`src/rtl/pass_check.sv`:
```
// -----------------------------------------------------------------------------
// pass_check
//
// Collects a 4-digit code (one nibble per confirm push), compares it with the
// stored password, and then either opens (timed unlock pulse) or records a
// failed attempt.  The entry buffer is also exported for the 7-segment path,
// with 4'hF marking digits that have not been entered yet.
//
// Optional feature macro: PASS_LOCKOUT_EN
//   defined   - MAX_TRIES consecutive wrong codes enter a timed lockout
//   undefined - lockout never happens and 'locked' is tied low
//
// Parameters:
//   UNLOCK_CYCLES - cycles 'unlock' stays high after a match (>= 1)
//   LOCK_CYCLES   - cycles spent in lockout (>= 1)
//   MAX_TRIES     - consecutive wrong codes that trigger lockout (1..7)
//
// Ports:
//   clk_in      in   system clock, rising edge
//   rst         in   synchronous active-high reset
//   push_pulse  in   one-cycle confirm pulse
//   value_4bit  in   digit presented for capture
//   password    in   stored 16-bit password
//   set_busy    in   password setter busy; aborts entry/unlock
//   unlock      out  high while open
//   locked      out  high while locked out
//   fail_pulse  out  one-cycle pulse per wrong code
//   digit_cnt   out  digits captured so far (0..4)
//   wrong_cnt   out  consecutive wrong codes (saturates at 7)
//   disp_code   out  entry buffer, unfilled nibbles read 4'hF
// -----------------------------------------------------------------------------
module pass_check #(
    parameter int UNLOCK_CYCLES = 8,
    parameter int LOCK_CYCLES   = 16,
    parameter int MAX_TRIES     = 3
) (
    input  logic        clk_in,
    input  logic        rst,
    input  logic        push_pulse,
    input  logic [3:0]  value_4bit,
    input  logic [15:0] password,
    input  logic        set_busy,
    output logic        unlock,
    output logic        locked,
    output logic        fail_pulse,
    output logic [2:0]  digit_cnt,
    output logic [2:0]  wrong_cnt,
    output logic [15:0] disp_code
);

    localparam int TMAX = (UNLOCK_CYCLES > LOCK_CYCLES) ? UNLOCK_CYCLES : LOCK_CYCLES;
    localparam int TW   = $clog2(TMAX + 1);

    // Elaboration-time sanity check of the parameter ranges.
    generate
        if (UNLOCK_CYCLES < 1 || LOCK_CYCLES < 1 || MAX_TRIES < 1 || MAX_TRIES > 7) begin : g_bad_param
            $error("pass_check: parameter out of range");
        end
    endgenerate

    typedef enum logic [1:0] {
        ENTRY   = 2'd0,
        COMPARE = 2'd1,
        OPEN    = 2'd2,
        LOCKED  = 2'd3
    } state_t;

    state_t          state;
    logic [TW-1:0]   timer;
    logic [2:0]      wrong_next;

    // Saturating increment of the wrong-attempt counter.
    assign wrong_next = (wrong_cnt == 3'd7) ? 3'd7 : wrong_cnt + 3'd1;

`ifndef PASS_LOCKOUT_EN
    assign locked = 1'b0;
`endif

    // Main controller.  The timer reloads on entry to OPEN/LOCKED and the state
    // leaves on the edge where it would have reached zero, so the output is high
    // for exactly the loaded number of cycles.  A push arriving on that leaving
    // edge is already accepted as the first digit of a new entry.
    always_ff @(posedge clk_in) begin
        if (rst) begin
            state      <= ENTRY;
            timer      <= '0;
            unlock     <= 1'b0;
`ifdef PASS_LOCKOUT_EN
            locked     <= 1'b0;
`endif
            fail_pulse <= 1'b0;
            digit_cnt  <= 3'd0;
            wrong_cnt  <= 3'd0;
            disp_code  <= 16'hFFFF;
        end else begin
            fail_pulse <= 1'b0;
            case (state)
                ENTRY: begin
                    if (set_busy) begin
                        disp_code <= 16'hFFFF;
                        digit_cnt <= 3'd0;
                    end else if (push_pulse) begin
                        disp_code[{digit_cnt[1:0], 2'b00} +: 4] <= value_4bit;
                        digit_cnt <= digit_cnt + 3'd1;
                        if (digit_cnt == 3'd3) begin
                            state <= COMPARE;
                        end
                    end
                end

                COMPARE: begin
                    disp_code <= 16'hFFFF;
                    digit_cnt <= 3'd0;
                    if (set_busy) begin
                        state <= ENTRY;
                    end else if (disp_code == password) begin
                        state     <= OPEN;
                        unlock    <= 1'b1;
                        wrong_cnt <= 3'd0;
                        timer     <= TW'(UNLOCK_CYCLES);
                    end else begin
                        fail_pulse <= 1'b1;
                        wrong_cnt  <= wrong_next;
`ifdef PASS_LOCKOUT_EN
                        if (wrong_next == 3'(MAX_TRIES)) begin
                            state  <= LOCKED;
                            locked <= 1'b1;
                            timer  <= TW'(LOCK_CYCLES);
                        end else begin
                            state <= ENTRY;
                        end
`else
                        state <= ENTRY;
`endif
                    end
                end

                OPEN: begin
                    if (set_busy) begin
                        state     <= ENTRY;
                        unlock    <= 1'b0;
                        timer     <= '0;
                        disp_code <= 16'hFFFF;
                        digit_cnt <= 3'd0;
                    end else if (timer <= TW'(1)) begin
                        state  <= ENTRY;
                        unlock <= 1'b0;
                        timer  <= '0;
                        if (push_pulse) begin
                            disp_code[3:0] <= value_4bit;
                            digit_cnt      <= 3'd1;
                        end
                    end else begin
                        timer <= timer - TW'(1);
                    end
                end

`ifdef PASS_LOCKOUT_EN
                // The setter is deliberately ignored here so a lockout cannot
                // be cut short by starting a password change.
                LOCKED: begin
                    if (timer <= TW'(1)) begin
                        state     <= ENTRY;
                        locked    <= 1'b0;
                        wrong_cnt <= 3'd0;
                        timer     <= '0;
                        if (push_pulse) begin
                            disp_code[3:0] <= value_4bit;
                            digit_cnt      <= 3'd1;
                        end
                    end else begin
                        timer <= timer - TW'(1);
                    end
                end
`endif

                default: begin
                    state  <= ENTRY;
                    unlock <= 1'b0;
                    timer  <= '0;
                end
            endcase
        end
    end

endmodule

```
`config.mk`:
```
export PLATFORM = sky130hd
export DESIGN_NAME = pass_check
export DESIGN_NICKNAME = d
export VERILOG_FILES = /design/src/rtl/pass_check.sv
export SDC_FILE = /design/constraint.sdc
export NUM_CORES = 1
export LEC_CHECK = 0
export CAP_MARGIN = 20
export CORE_MARGIN = 4
export CORE_UTILIZATION = 30
export CTS_BUF_LIST = sky130_fd_sc_hd__clkbuf_16
export CTS_CLUSTER_DIAMETER = 200
export DETAILED_ROUTE_END_ITERATION = 7
export GPL_TIMING_DRIVEN = 0
export PLACE_DENSITY = 0.54
export SETUP_SLACK_MARGIN = 0.02
export SLEW_MARGIN = 20
export SYNTH_ARGS = -nofsm -noshare
export SYNTH_HDL_FRONTEND = slang
export SYNTH_SLANG_ARGS = --single-unit
```
`constraint.sdc`:
```
create_clock -name clk_in -period 2.3 [get_ports clk_in]
set_input_delay 0.575 -clock clk_in [delete_from_list [all_inputs] [get_ports clk_in]]
set_output_delay 0.575 -clock clk_in [all_outputs]
set_load 0.05 [all_outputs]
```
**Run 1: cells coloured by class**

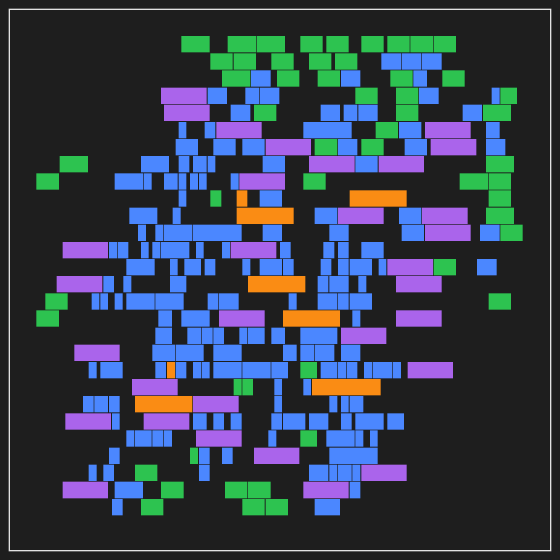
| class | colour | cells | share of their area |
|---|---|---|---|
| remaining buffers and delay cells | green | 54 | 21% |
| remaining logic cells | blue | 169 | 48% |
| clock drivers and dummy loads | orange | 8 | 6.5% |
| registers | purple | 31 | 25% |

**Run 1: drive-strength map**

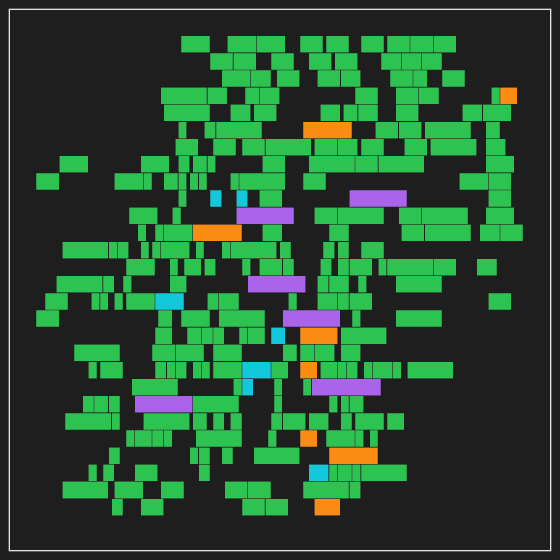
| size | colour | cells |
|---|---|---|
| x1 and smaller | green | 241 |
| x6 and larger | purple | 6 |
| x2 | cyan | 7 |
| x3 and x4 | orange | 8 |

**Run 1: routed metal per tile**

Scale bar: 20 um. The die is cut into 17 by 17 equal tiles; dark blue is low, red is high, scaled to the fullest tile. Values are wire area over tile area, all layers added.
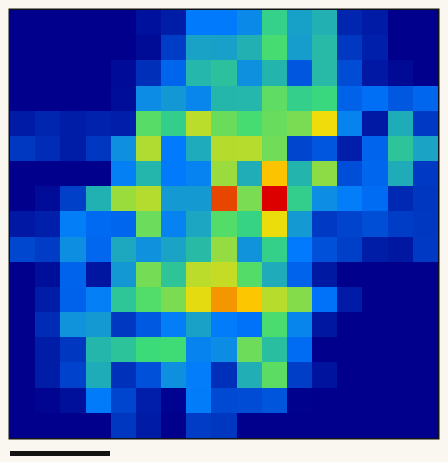
emptiest ninth of the die: bottom right
tiles over half the peak: 14%
mean over tiles: 0.10
nearly empty tiles: 26%

**Run 1: routing congestion**

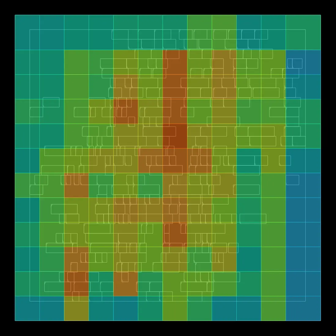
global routing usage on met3: 0.0327
met2 Use GR: 0.198
routed len/inst: 14.2 um
GRT Max-Usage Layer: met2

==> results.txt, run 1 <==
impl run done, here's what came out: logic area=approximately 0.0011 mm^2, Synth Seq Share=0.343, worst min-delay path class=reg2reg, via count=1,656, Post-Route WL=between 4 and 5 mm, Met1 Wirelength=2.29 mm, clock root cell=clkbuf_16, pin count of the biggest net entering global routing=11, worst reg2reg endpoint=disp_code[12], Main area contributors=dfxtp_1, ha_1, xnor2_1, maximum root-to-sink buffer count=2, metal3 WL=208 um, Top Layout Cells=clkdlybuf4s50_1, dfxtp_1, nor2_1, a21oi_1, xnor2_1, register area=just over 600 um^2, setup TNS=0 ns, count of tool warnings=35, HPWL Detailed=3.71 mm, PD cells=603 mW/mm^2, crit path time final=2.16 ns, crit path max fanout=6, maximum VDD drop=approximately 0.35 mV, Req. time, crit path=2.51 ns, PortBufs=about 47, Leak=1.07 nW, Crit path max-delay family=simple AND/OR/NAND/NOR gates, Synth async-reset ratio=0, synthesized net count=244, Max Clock Skew=0.00161 ns, YS warnings=0, outcome=completed, GR Layer Usage met1=0.193, dpl cells=~330
run 1: through the flow:
step | area (um^2) | total power (W) | hold slack, ns
2_1_floorplan | 1810 | 0.000736 | 0.456
3_3_place_gp | 2370 | 0.000840 | 0.467
3_5_place_dp | 2370 | 0.000841 | 0.480
4_1_cts | 2550 | 0.00158 | 0.487
5_1_grt | 2610 | 0.00164 | 0.539
6_report | 2610 | 0.00157 | 0.504
run 1: layout make-up:
| type | count | share of cell area |
|---|---|---|
| Clock inverter | 3 | 0.0149 |
| Timing Repair Buffer | 49 | 0.195 |
| Tap cell | 75 | 0.0360 |
| Inverter | 13 | 0.0187 |
| Sequential cell | 31 | 0.238 |
| Multi-Input combinational cell | 156 | 0.441 |
| Clock buffer | 5 | 0.0479 |
| Buffer | 5 | 0.00959 |
run 1: flip-flops by register name, summed over array words and instances, names as in the netlist:
signal / count
disp_code: 16
timer: 5
digit_cnt: 3
wrong_cnt: 3
state: 2
fail_pulse: 1
unlock: 1
run 1: power breakdown:
part	internal [W]	switching, W
clock network	0.000504	0.000239
logic	0.000111	0.000146
registers	0.000553	0.0000216
run 1: tightest hold or removal path, cell delays in order (launching register included):
cell       delay [ns]
dfxtp_1          0.33
nand2_1          0.06
o2bb2ai_1        0.06
run 1: cell families after synthesis:
| logic type | count (synthesis) | synth area share |
|---|---|---|
| and+or+nand+nor | 66 | 0.188 |
| adders and majority gates | 14 | 0.0968 |
| xor gates and xnor gates | 17 | 0.0822 |
| DFF | 31 | 0.343 |
| buffers and inverters | 19 | 0.0422 |
| muxes | 6 | 0.0332 |
| AOI/OAI and AO/OA | 52 | 0.213 |
| other | 1 | 0.00207 |
run 1: timing repair:
item | 4_1_cts | 5_1_grt
endpoints found under the setup margin | 9 | 15
gates resized | 1 | 15
pin swaps | 1 | 13
setup buffers | 1 | 1
==> run 2, diff against run 1 <==
Settings changed: CORE_UTILIZATION 30 to 48, PLACE_DENSITY 0.54 to 0.8.
**Run 2: drive-strength map**

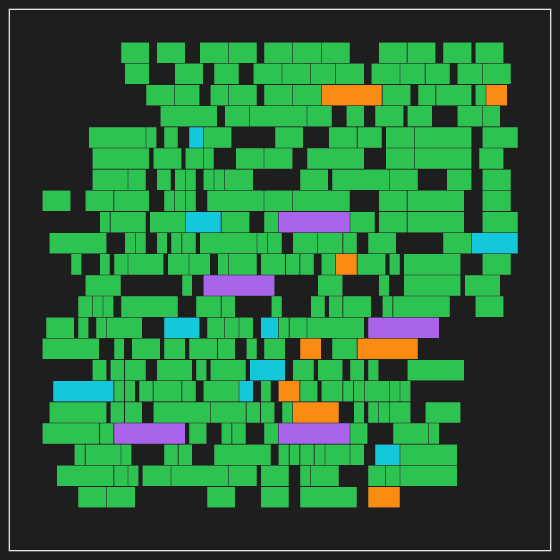
| size | colour | cells |
|---|---|---|
| x1 and smaller | green | 241 |
| x6 and larger | purple | 5 |
| x2 | cyan | 9 |
| x3 and x4 | orange | 8 |

==> results.txt, run 2 <==
impl run done, here's what came out: Internal Pwr Total=0.00106 W (-9.4%), synthesized net count=244 (unchanged), pin count of the biggest net entering global routing=11 (unchanged), via count=1,693 (+2.2%), fraction of power spent switching nets=0.268 (+0.0103), outcome=completed, maximum root-to-sink buffer count=2 (unchanged), Sequential Power Share=0.396 (+0.031), setup TNS=0 ns (unchanged), Post-CTS Setup Inserts=1 (unchanged), Top Layout Cells=clkdlybuf4s50_1, dfxtp_1, nor2_1, a21oi_1, xnor2_1, clock root cell=clkbuf_16, PortBufs=47 (unchanged), routed len/inst=14.1 um (-0.99%), aoi share=0.213 (unchanged), maximum VDD drop=0.564 mV (+63%), Post-Route WL=4.37 mm (-8.6%), max reg flops=16 (unchanged), crit path time final=2.23 ns (+0.0706 ns), area fraction in xor and xnor cells=0.0822 (unchanged), Met1 Wirelength=2.12 mm (-7.3%), Simple-Gate Area Share=0.188 (unchanged), Crit path max-delay family=buffers and inverters, global routing usage on met3=0.0464 (+0.0137), post-CTS resize count=0 (-1), largest registers=disp_code: 16 flops, timer: 5 flops, PD cells=569 mW/mm^2 (-5.7%)
## run 2: cell counts after synthesis
No cell type changed its count.
## run 2: path summary, 6_finish.rpt
path | cells after the start | endpoint | slack (ns)
min | 2 | timer[4] | 0.50
max | 1 | digit_cnt[0] | 0.07
max reg2reg | 7 | disp_code[9] | 0.20
min reg2reg | 2 | timer[4] | 0.50
## run 2: through the flow
step / utilization / instance area [um^2]
after floorplan: - / 1810
after global placement: 0.639 / 2340
after detailed placement: 0.639 / 2340
after CTS: 0.680 / 2490
after global routing: 0.695 / 2540
final: 0.695 / 2540
## run 2: worst register-to-register path, stage by stage (launching register included)
cell	delay (ns)
dfxtp_1	0.35
inv_1	0.08
ha_1	0.36
or2_2	0.29
clkbuf_1	0.18
a21o_1	0.25
clkbuf_2	0.19
a221o_1	0.28
## run 2: power groups by stage
stage / Combinational [W] / Clock [W] / Sequential (W)
after floorplan: 0.000105 / 0 / 0.000631
after global placement: 0.000250 / 0 / 0.000584
after detailed placement: 0.000252 / 0 / 0.000584
after CTS: 0.000253 / 0.000625 / 0.000573
after global routing: 0.000275 / 0.000662 / 0.000575
final: 0.000256 / 0.000617 / 0.000573
## run 2: cell families (layout without fill, tap and decap cells)
group,Yosys count,after routing
simple gates,66,66
compound gates,52,52
flops,31,31
buf+inv,19,76
xor+xnor,17,17
fa+ha+maj,14,14
mux,6,6
other cells,1,1
## run 2: cell type report
cell class                      instances  area, um^2  share of cell area
Clock inverter                          3        15.0             0.00590
Buffer                                  6        28.8              0.0113
Inverter                               13        48.8              0.0192
Timing Repair Buffer                   49         495               0.195
Tap cell                               48        60.1              0.0236
Clock buffer                            5         125              0.0492
Sequential cell                        31         622               0.244
Multi-Input combinational cell        156        1150               0.452
Power and IR drop assume default switching activity.
